### Clock network drawn from the DEF

Bar = 50 um.
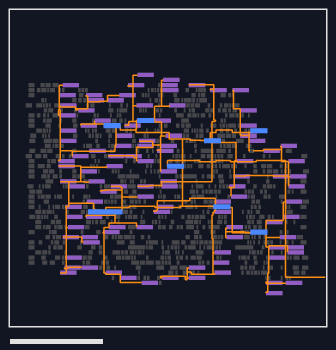
### Met2 routing

Cells faint in the background.
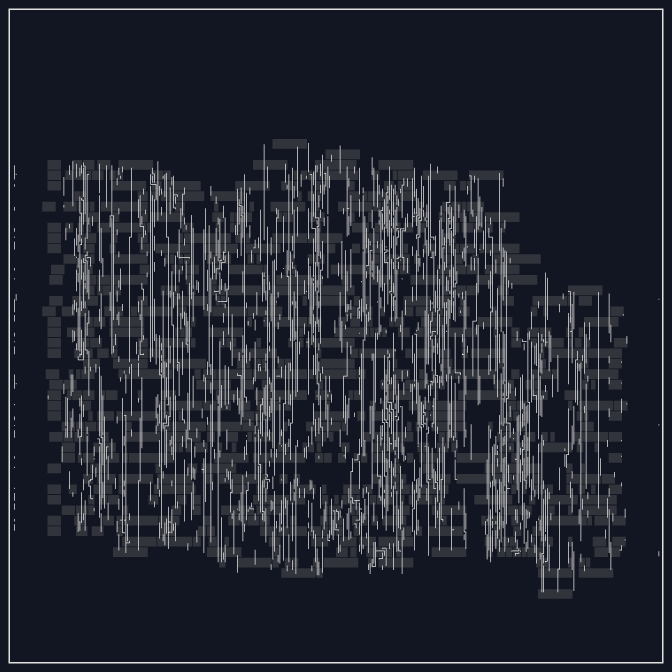
File: src/rtl/fxp_mul_seq.sv
// fxp_mul_seq: sequential signed fixed-point shift-add multiplier with saturation; FXP_MUL_ROUND_EN enables round-half-away-from-zero
module fxp_mul_seq #(
  parameter int N = 16,
  parameter int FRAC = 8
) (
  input  logic         clk,
  input  logic         rst_n,
  input  logic         in_valid,
  output logic         in_ready,
  input  logic [N-1:0] A,
  input  logic [N-1:0] B,
  output logic         out_valid,
  input  logic         out_ready,
  output logic [N-1:0] Result,
  output logic         sat
);
  typedef enum logic [1:0] {IDLE, CALC, NORM, DONE} state_t;
  localparam int CW = $clog2(N);
  localparam logic [2*N-1:0] MAXP = {{(N+1){1'b0}}, {(N-1){1'b1}}};
  localparam logic [2*N-1:0] MAXN = {{N{1'b0}}, 1'b1, {(N-1){1'b0}}};
  state_t state, state_n;
  logic in_ready_n, out_valid_n, sat_n, neg, neg_n, ovf;
  logic [N-1:0] result_n, mb, mb_n, a_mag, b_mag, lim, res_norm;
  logic [2*N-1:0] ma, ma_n, acc, acc_n, m;
  logic [CW-1:0] cnt, cnt_n;
  assign a_mag = A[N-1] ? -A : A;
  assign b_mag = B[N-1] ? -B : B;
`ifdef FXP_MUL_ROUND_EN
  localparam logic [2*N-1:0] HALF = ({{(2*N-1){1'b0}}, 1'b1} << FRAC) >> 1;
  assign m = (acc + HALF) >> FRAC;
`else
  assign m = acc >> FRAC;
`endif
  assign ovf = neg ? (m > MAXN) : (m > MAXP);
  assign lim = neg ? MAXN[N-1:0] : MAXP[N-1:0];
  assign res_norm = ovf ? lim : (neg ? -m[N-1:0] : m[N-1:0]);
  // next-state and datapath updates; each state holds everything it does not touch
  always_comb begin
    state_n = state;
    in_ready_n = in_ready;
    out_valid_n = out_valid;
    result_n = Result;
    sat_n = sat;
    neg_n = neg;
    ma_n = ma;
    mb_n = mb;
    acc_n = acc;
    cnt_n = cnt;
    case (state)
      IDLE:
        if (in_valid && in_ready) begin
          state_n = CALC;
          in_ready_n = 1'b0;
          ma_n = {{N{1'b0}}, a_mag};
          mb_n = b_mag;
          acc_n = '0;
          cnt_n = '0;
          neg_n = A[N-1] ^ B[N-1];
        end else begin
          in_ready_n = 1'b1;
        end
      CALC: begin
        acc_n = acc + (mb[0] ? ma : '0);
        ma_n = ma << 1;
        mb_n = mb >> 1;
        cnt_n = cnt + CW'(1);
        state_n = (cnt == CW'(N-1)) ? NORM : CALC;
      end
      NORM: begin
        state_n = DONE;
        out_valid_n = 1'b1;
        result_n = res_norm;
        sat_n = ovf;
      end
      DONE:
        if (out_ready) begin
          state_n = IDLE;
          out_valid_n = 1'b0;
          in_ready_n = 1'b1;
        end
      default: state_n = IDLE;
    endcase
  end
  // state and datapath registers, cleared asynchronously
  always_ff @(posedge clk or negedge rst_n) begin
    if (!rst_n) begin
      state <= IDLE;
      in_ready <= 1'b0;
      out_valid <= 1'b0;
      Result <= '0;
      sat <= 1'b0;
      neg <= 1'b0;
      ma <= '0;
      mb <= '0;
      acc <= '0;
      cnt <= '0;
    end else begin
      state <= state_n;
      in_ready <= in_ready_n;
      out_valid <= out_valid_n;
      Result <= result_n;
      sat <= sat_n;
      neg <= neg_n;
      ma <= ma_n;
      mb <= mb_n;
      acc <= acc_n;
      cnt <= cnt_n;
    end
  end
endmodule

File: config.mk
export PLATFORM = sky130hd
export DESIGN_NAME = fxp_mul_seq
export DESIGN_NICKNAME = d
export VERILOG_FILES = /design/src/rtl/fxp_mul_seq.sv
export SDC_FILE = /design/constraint.sdc
export NUM_CORES = 1
export LEC_CHECK = 0
export CORE_MARGIN = 8
export CORE_UTILIZATION = 30
export CTS_CLUSTER_SIZE = 40
export DETAILED_ROUTE_END_ITERATION = 7
export GPL_TIMING_DRIVEN = 0
export PLACE_DENSITY = 0.57
export SKIP_LAST_GASP = 1
export SYNTH_ARGS = -nofsm -noshare
export SYNTH_HDL_FRONTEND = slang
export SYNTH_SLANG_ARGS = --single-unit
File: constraint.sdc
create_clock -name clk -period 6.45 [get_ports clk]
set_clock_uncertainty 0.1 [all_clocks]
set_input_delay 0.9675 -clock clk [delete_from_list [all_inputs] [get_ports clk]]
set_output_delay 0.9675 -clock clk [all_outputs]
set_load 0.1 [all_outputs]
==> flow_metrics.tcl <==
# flow metrics
set metrics [dict create \
    status "finished clean" \
    inverters_excl_clock 20 \
    grtUsageTotal_pct 13.6 \
    hp-start "Result[11]$_DFFE_PN0P_" \
    gp_congestion 0.847 \
    async_reset_ff_share_pct 100 \
    vias_per_cell 5.12 \
    ioPinCount 55 \
    drtPass1Iterations 4 \
    syn-num-nets 908 \
    simple_gate_share_pct 19.0 \
    cp-start-kind "register" \
    setup_tns_ns 0 \
    largest_class "multi-input combinational cells" \
    top_regs "acc x32, ma x32" \
    place_ws_ns 2.52 \
    regArea_mm2 0.00265 \
    drive_above_1_share_pct 4.19 \
    switchingPower_mw 2.10 \
    fin_cells 1225 \
    netlist_area_mm2 0.00706 \
    n_all_buffers 102 \
    critPathLaunch "mb[0]$_DFFE_PN0P_" \
    period_used_pct 55.6 \
    yosys-stat-area_mm2 0.00706 \
    synthAdderAreaFrac_pct 6.48 \
    grt_pass1_wl_mm 31.6 \
    grt_setup_unrepaired "no" \
    holdPathEnd "Result[11]$_DFFE_PN0P_" \
    post_cts_buffers 0 \
    worst_setup_path_end_kind "register" \
    cts_max_path_buffers 2 \
    critical_path_class "reg -> reg" \
    yosys_cells 836 \
    cts_sinks 106 \
    hold_depth 2 \
    grtUsageMet1_pct 19.3 \
    power_leader "combinational cells" \
    drv_slew 0 \
    design_area_mm2 0.00830 \
    fin_ws_ns 2.86 \
    busiest_layer "met2" \
    top_layer_used "met4" \
    p_int_mw 1.97 \
    taps 319 \
    logic_area_mm2 0.00415 \
    comb_power_share_pct 56.8 \
    htreeDepth 3 \
    top_area_share_pct 37.6 \
    synth_cells 836 \
    hold_buffers 0 \
    grt_pass1_vias 6109 \
    core_mm2 0.0233 \
    layout.nets 974 \
    ys.flop_type "dfrtp_1" \
    antenna_left 0 \
    yosys_warnings 0 \
    ir_drop_uv 207 \
    finalCoreUtilization_pct 35.7 \
    num_antenna_cells 0 \
    p_per_area_mw_per_mm2 491 \
    hold_path.class "reg -> reg" \
    powerSeq_mw 1.22 \
    cts_resized 0 \
    dp_hpwl_mm 14.5 \
    most_common_cell "o21ai_0" \
    grt_max_degree 55 \
    arrival_ns 3.78 \
    gr-usage-met3_pct 3.02 \
    pwr.group.combinational_mw 2.31 \
    timing.rr.end "acc[30]$_DFFE_PN0P_" \
    flops 106 \
    worst_path_max_delay_cell "dfrtp_1" \
    cts_inserted_buffers 9 \
]
Notes on 'Clock network drawn from the DEF' above:
purple -> flip-flops  # count 106
blue -> clock drivers  # count 9
orange -> clock wires  # length 1,560 um
routed clock nets = 10
clk pwr: 0.538 mW
clock share of power: 13.2%
clk latency late pin: 0.36 ns

Notes on 'Met2 routing' above:
longest straight run = 57.8 um
share of all routed wire = 43%
main direction = vertical
Total Wirelength: 19.0 mm
met2 usage: 20.7%
via count: 6,266

No activity file was given, so power comes from the tool's default toggle rates.
